Fig. 1: run 1, cells coloured by class
(8 px per um)
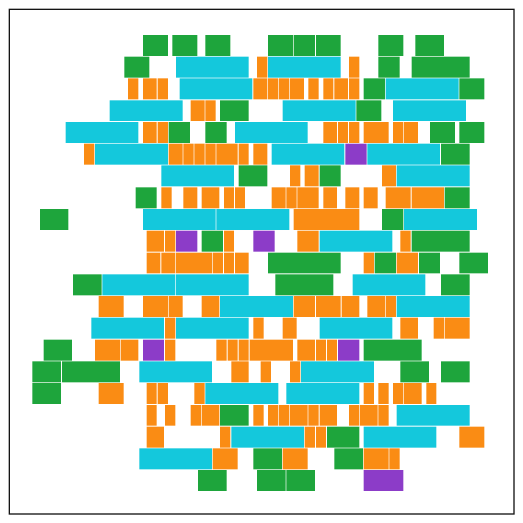
Fig. 2: run 1, wiring heat map
(6 px per um) 13 x 13 tiles, from dark purple (low) to yellow (high), scaled to the fullest tile. Values are wire area over tile area, all layers added.
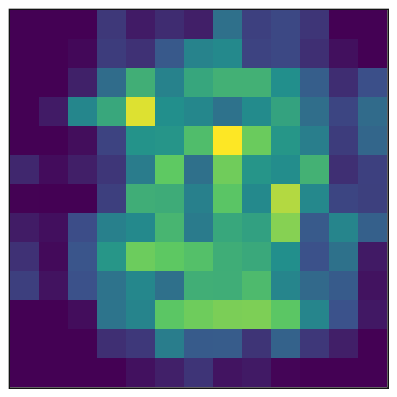
Fig. 3: run 1, metal 3
(6 px per um)
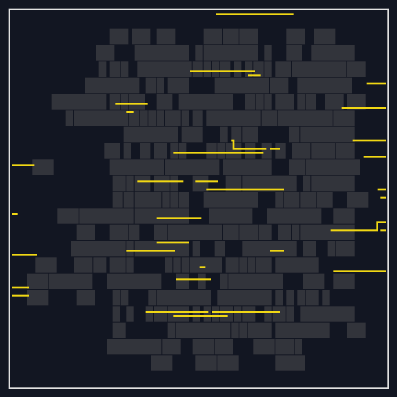
Design serial_add_sub, sky130hd; sources not shown.
==> summary.txt, run 1 <==
Status - complete, no violations
Setup ws final - 0.0274 ns
Setup WS pre-CTS - -0.347 ns
Ys flops - 34
R2R setup slack - 0.04 ns
Worst Max-Slew Pin Slew - 0.209 ns
Die Ht - 62.9 um
Cell Type Count - 23
Final Max Tran Viols - 0
Yosys warnings - 0
Nets - 233
Vias in the first global route - 1,287
Register area share after synthesis - 0.545
Power share of the clock group - 0.126
Initial antenna violation count - 0
Root buf cell - clkbuf_4
# diodes - 0
Total CTS buffers - 5
Worst-case reg-to-reg path depth - 4
VDD IR-drop max - 0.000813 V
Switching power - 1.67 mW
Final Power - 4.51 mW
Clk_lat worst skew - 0.33 ns
Share of cells above drive strength 1 - 0.153
Pin count of the biggest net entering global routing - 45
Layout Cells excl Fill - 255
Arr. time, crit path - 1.52 ns
Clock sinks - 34
Post-Syn Area per Cell - 9.41 sq um
Hold Path Class - primary input to asynchronous set/reset pin
Clk buf depth - 2
Notes on Fig. 1 above:
Cyan stands for registers, cells 34, share of their area 41%. Purple stands for clock drivers and dummy loads, cells 6, share of their area 2.5%. Green stands for remaining buffers and delay cells, cells 49, share of their area 25%. Orange stands for remaining logic cells, cells 120, share of their area 31%.
fin util: 0.634
sequential portion of the cell area: 0.402

Notes on Fig. 2 above:
23% of the tiles are over half the peak. 18% of the tiles are nearly empty. The fullest tile reaches 0.44. The emptiest ninth of the die: south-west.
drt total wl: 3390 um
Avg WL per Cell: 13.3 um
gr usage total: 0.181
Via Count: 1,349

Notes on Fig. 3 above:
The layer carries 189 um of wire. 27 nets have wire on it. The longest straight run is 14.7 um.
met3 Track Usage GR: 0.0541

-- run 1: cell type report --
cell class              instances  area (sq um)  share of cell area
inverters                       2          7.51             0.00355
repair buffers                 49           514               0.243
flip-flops and latches         34           851               0.402
clock buffers                   6          51.3              0.0243
multi-input cells             118           633               0.299
well taps                      46          57.6              0.0272
-- run 1: layout by cell type, fill, tap and decap left out --
cell | synthesis | final
fa_2 | 0 | 1
nand2b_1 | 1 | 1
nand3_1 | 18 | 18
buf_6 | 5 | 1
nor2_1 | 12 | 10
o21ai_2 | 1 | 1
or3b_4 | 0 | 1
xor2_1 | 7 | 7
nand2_1 | 50 | 50
nand3b_1 | 1 | 1
inv_1 | 2 | 2
o21ai_0 | 2 | 2
ha_1 | 2 | 1
dlygate4sd2_1 | 0 | 12
nor3b_1 | 1 | 1
clkbuf_16 | 0 | 1
clkdlybuf4s50_1 | 0 | 19
dfrtp_1 | 34 | 34
clkbuf_8 | 0 | 1
clkbuf_4 | 0 | 5
buf_4 | 0 | 11
a21oi_2 | 0 | 1
o21ai_1 | 2 | 2
nor2_2 | 0 | 2
and2b_2 | 0 | 1
ha_2 | 0 | 1
buf_12 | 0 | 5
a22oi_1 | 3 | 3
xnor2_1 | 2 | 2
a31oi_1 | 12 | 12
-- run 1: worst max-delay path, stage by stage --
cell and delay [ns]:
clkdlybuf4s50_1 0.47, or3b_4 0.42, clkbuf_16 0.20, nand3_1 0.10
nand2_1 0.05
-- run 1: synthesized netlist by cell type --
master / n / area share
nand3b_1: 1 / 0.0048
a22oi_1: 3 / 0.014
xnor2_1: 2 / 0.011
nand2_1: 50 / 0.12
inv_1: 2 / 0.0048
nand3_1: 18 / 0.058
a21oi_1: 1 / 0.0032
buf_6: 5 / 0.036
nand2b_1: 1 / 0.0040
a31oi_1: 12 / 0.048
and2b_1: 1 / 0.0048
clkbuf_1: 3 / 0.0072
dfrtp_1: 34 / 0.54
o21ai_2: 1 / 0.0056
buf_2: 4 / 0.013
nor3b_1: 1 / 0.0048
o21ai_0: 2 / 0.0064
ha_1: 2 / 0.016
o21ai_1: 2 / 0.0064
xor2_1: 7 / 0.039
fa_1: 1 / 0.013
nor2_1: 12 / 0.029
or3b_1: 1 / 0.0056
-- run 1: through the flow --
stage / instance area (sq um) / TNS, ns / hold slack [ns]
after floorplan: 1560 / 0 / -0.0316
after detailed placement: 1980 / -9.20 / 0.477
after global placement: 1980 / -8.22 / 0.472
final: 2110 / 0 / 0.292
after CTS: 2060 / 0 / 0.294
after global routing: 2110 / -0.105 / 0.281
-- run 1: cells by family after synthesis --
family                     Yosys count  share of synthesized area
DFF                                 34                      0.545
adders and majority gates            3                     0.0288
AOI/OAI and AO/OA                   21                     0.0841
buffers and inverters               14                     0.0609
and+or+nand+nor                     85                      0.231
xor gates and xnor gates             9                     0.0505
-- run 1: layer usage --
| metal | vias up | global-route usage | part of all wire |
|---|---|---|---|
| met1 | 657 | 0.224 | 0.43 |
| met4 | 0 | 0.0694 | 0.014 |
| met5 | - | 0 | 0 |
| li1 | 634 | - | - |
| met3 | 6 | 0.0541 | 0.056 |
| met2 | 52 | 0.297 | 0.50 |
==> run 2: changes to the inputs <==
--- a/constraint.sdc
+++ b/constraint.sdc
@@ -3,2 +3,2 @@
 set_output_delay 0.264 -clock clk [all_outputs]
-set_load 0.005 [all_outputs]
+set_load 0.05 [all_outputs]
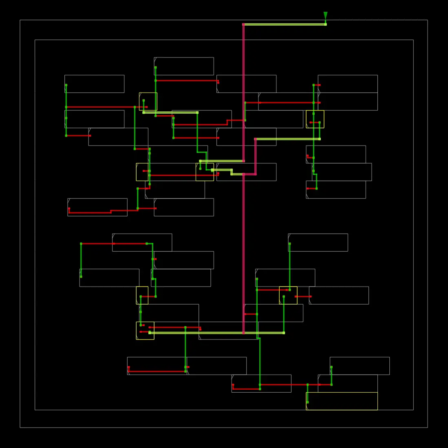
Fig. 4. Clock routing (run 2).
Clock buffer cells: 5
total CTS buffers: 5

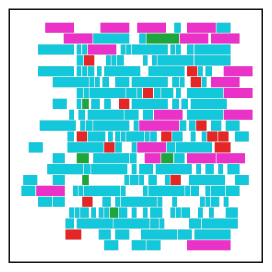
Fig. 5. Cells by drive strength (run 2).
(4 px per um)
Red stands for x3 and x4, cells 15, share 7.2%, most used buf_4. Green stands for x2, cells 6, share 2.9%, most used clkinv_2. Magenta stands for x6 and larger, cells 20, share 9.6%, most used buf_12. Cyan stands for x1 and smaller, cells 167, share 80%, most used nand2_1.
area grow syn2layout: 44.4%
post-route cell area: 2250 sq um
setup ws final: 0.0378 ns

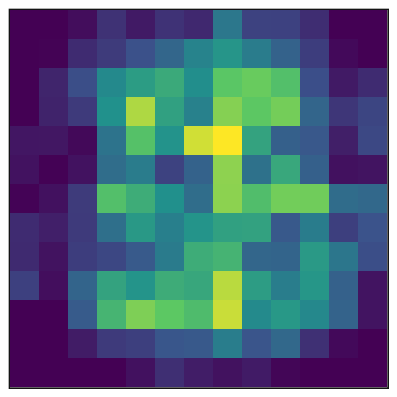
Fig. 6. Wiring heat map (run 2).
(6 px per um) 13 x 13 tiles, from dark purple (low) to yellow (high), scaled to the fullest tile. Values are wire area over tile area, all layers added.
14% of the tiles are nearly empty. 27% of the tiles are over half the peak. The densest ninth of the die: centre. The fullest tile reaches 0.43. The mean over all tiles is 0.13.
Avg WL per Cell: 13.4 um
drt total wl: 3390 um
gr usage total: 0.190

==> run 2 against run 1 <==
Sequential cell count unchanged; synthesized area unchanged; utilization up 4.2 points; synthesized cell count unchanged; clock power up 33%; register-to-register slack about the same; non-clock buffer count down 3; critical path depth down 1; clock skew about the same; sequential share of layout area down 2.5 points; fmax up 0.81%; largest cell class unchanged; total power up 25%.
==> summary.txt, run 2 <==
VDD IR-drop max - 0.00101 V
Max incr delay on CP - 0.45 ns
R2R setup slack - 0.04 ns
Synth cell count leaders - nand2_1, dfrtp_1, nand3_1, a31oi_1, nor2_1
Met2 usage - 0.313
Top Usage Layer GRT - met2
Cells along the critical path - or3b_4, buf_12, nor2_1, a31oi_1
Most common cell after layout, fill and taps aside - nand2_1
Final Max Tran Viols - 0
Slowest CP cell - or3b_4
Cell Type Count - 23
Via/cell ratio - 5.22
Area leader, netlist - dfrtp_1
Share of cells above drive strength 1 - 0.197
Worst-case reg-to-reg path depth - 4
Post-Syn Area per Cell - 9.41 sq um
Post-synth EDFFs - 0
Yosys warnings - 0
Status - complete, no violations
Vias in the first global route - 1,300
Most frequent cell after synthesis - nand2_1
Register area share after synthesis - 0.545
Top-area cell share - 0.545
Tool Warnings - 26
Area of the mapped netlist - 1560 sq um
# diodes - 0
Ys flops - 34
Top_reg_cell synth - dfrtp_1
Switching power - 2.29 mW
Fmax - 780 MHz
Post-synth ARST share - 1.00
Nets - 230
Worst Max-Slew Pin Slew - 0.265 ns
Hold Path Class - primary input to asynchronous set/reset pin
Root buf cell - clkbuf_4
Most frequent logic cells in the routed design - nand2_1, dfrtp_1, clkdlybuf4s50_1
Clk_lat worst skew - 0.35 ns
Die Ht - 62.9 um
Via Count - 1,327
Top cells, area - dfrtp_1, nand2_1, nand3_1
Arr. time, crit path - 1.51 ns
Initial antenna violation count - 0
Power share of the clock group - 0.134
Setup WS pre-CTS - -0.302 ns
Detailed Route Iter0 Violations - 83
Pin count of the biggest net entering global routing - 35
Met3 Track Usage GR - 0.0595
Clock sinks - 34
Number of iterations in the first detailed-routing pass - 4
GR Layer Usage met1 - 0.229
## run 2: what timing repair did
action	4_1_cts	5_1_grt
setup endpoints to repair	2	12
cloned	1	0
buffers inserted	0	4
gates resized	5	3
pin swaps	1	4
## run 2: metal layers
metal,wire [um],vias up
met5,0,-
met4,52,0
met3,128,5
met2,1710,29
met1,1500,663
li1,-,630
## run 2: worst max-delay path: cells and delay by family (launching register included)
kind	cells	cell delay [ns]
AOI/OAI and AO/OA	1	0.05
buffers and inverters	1	0.18
DFF	1	0.39
and+or+nand+nor	2	0.55
## run 2: layout make-up
type                       instances  area (sq um)  area share
tap                               46          57.6      0.0255
clock inverter                     3          40.0      0.0178
inverter                           2          7.51     0.00333
timing repair buffer              46           629       0.279
multi-input combinational        118           632       0.280
clock buffer                       5          37.5      0.0166
sequential                        34           851       0.377
## run 2: metrics by stage
step	TNS, ns	total power, mW	hold WS (ns)	util	area (sq um)
5_1_grt	-0.0198	6.00	0.273	0.676	2250
6_report	0	5.63	0.268	0.676	2250
4_1_cts	0	5.56	0.278	0.664	2220
3_3_place_gp	-8.21	4.59	0.471	0.629	2100
2_1_floorplan	0	3.48	-0.0316	-	1560
3_5_place_dp	-8.65	4.72	0.476	0.629	2100
## run 2: logic make-up after synthesis
logic type,share of synthesized area
AND-OR/OR-AND,0.0841
XOR/XNOR,0.0505
adder cells (fa/ha/maj),0.0288
buffers and inverters,0.0609
flip-flops,0.545
AND/OR/NAND/NOR,0.231
## run 2: power groups by stage
stage / combinational (mW) / sequential [mW] / clock (mW)
floorplan: 1.22 / 2.26 / 0
global placement: 2.71 / 1.88 / 0
detailed placement: 2.81 / 1.90 / 0
CTS: 2.92 / 1.88 / 0.760
global route: 3.25 / 1.93 / 0.818
finish: 3.00 / 1.88 / 0.755
Power and IR drop assume default switching activity.
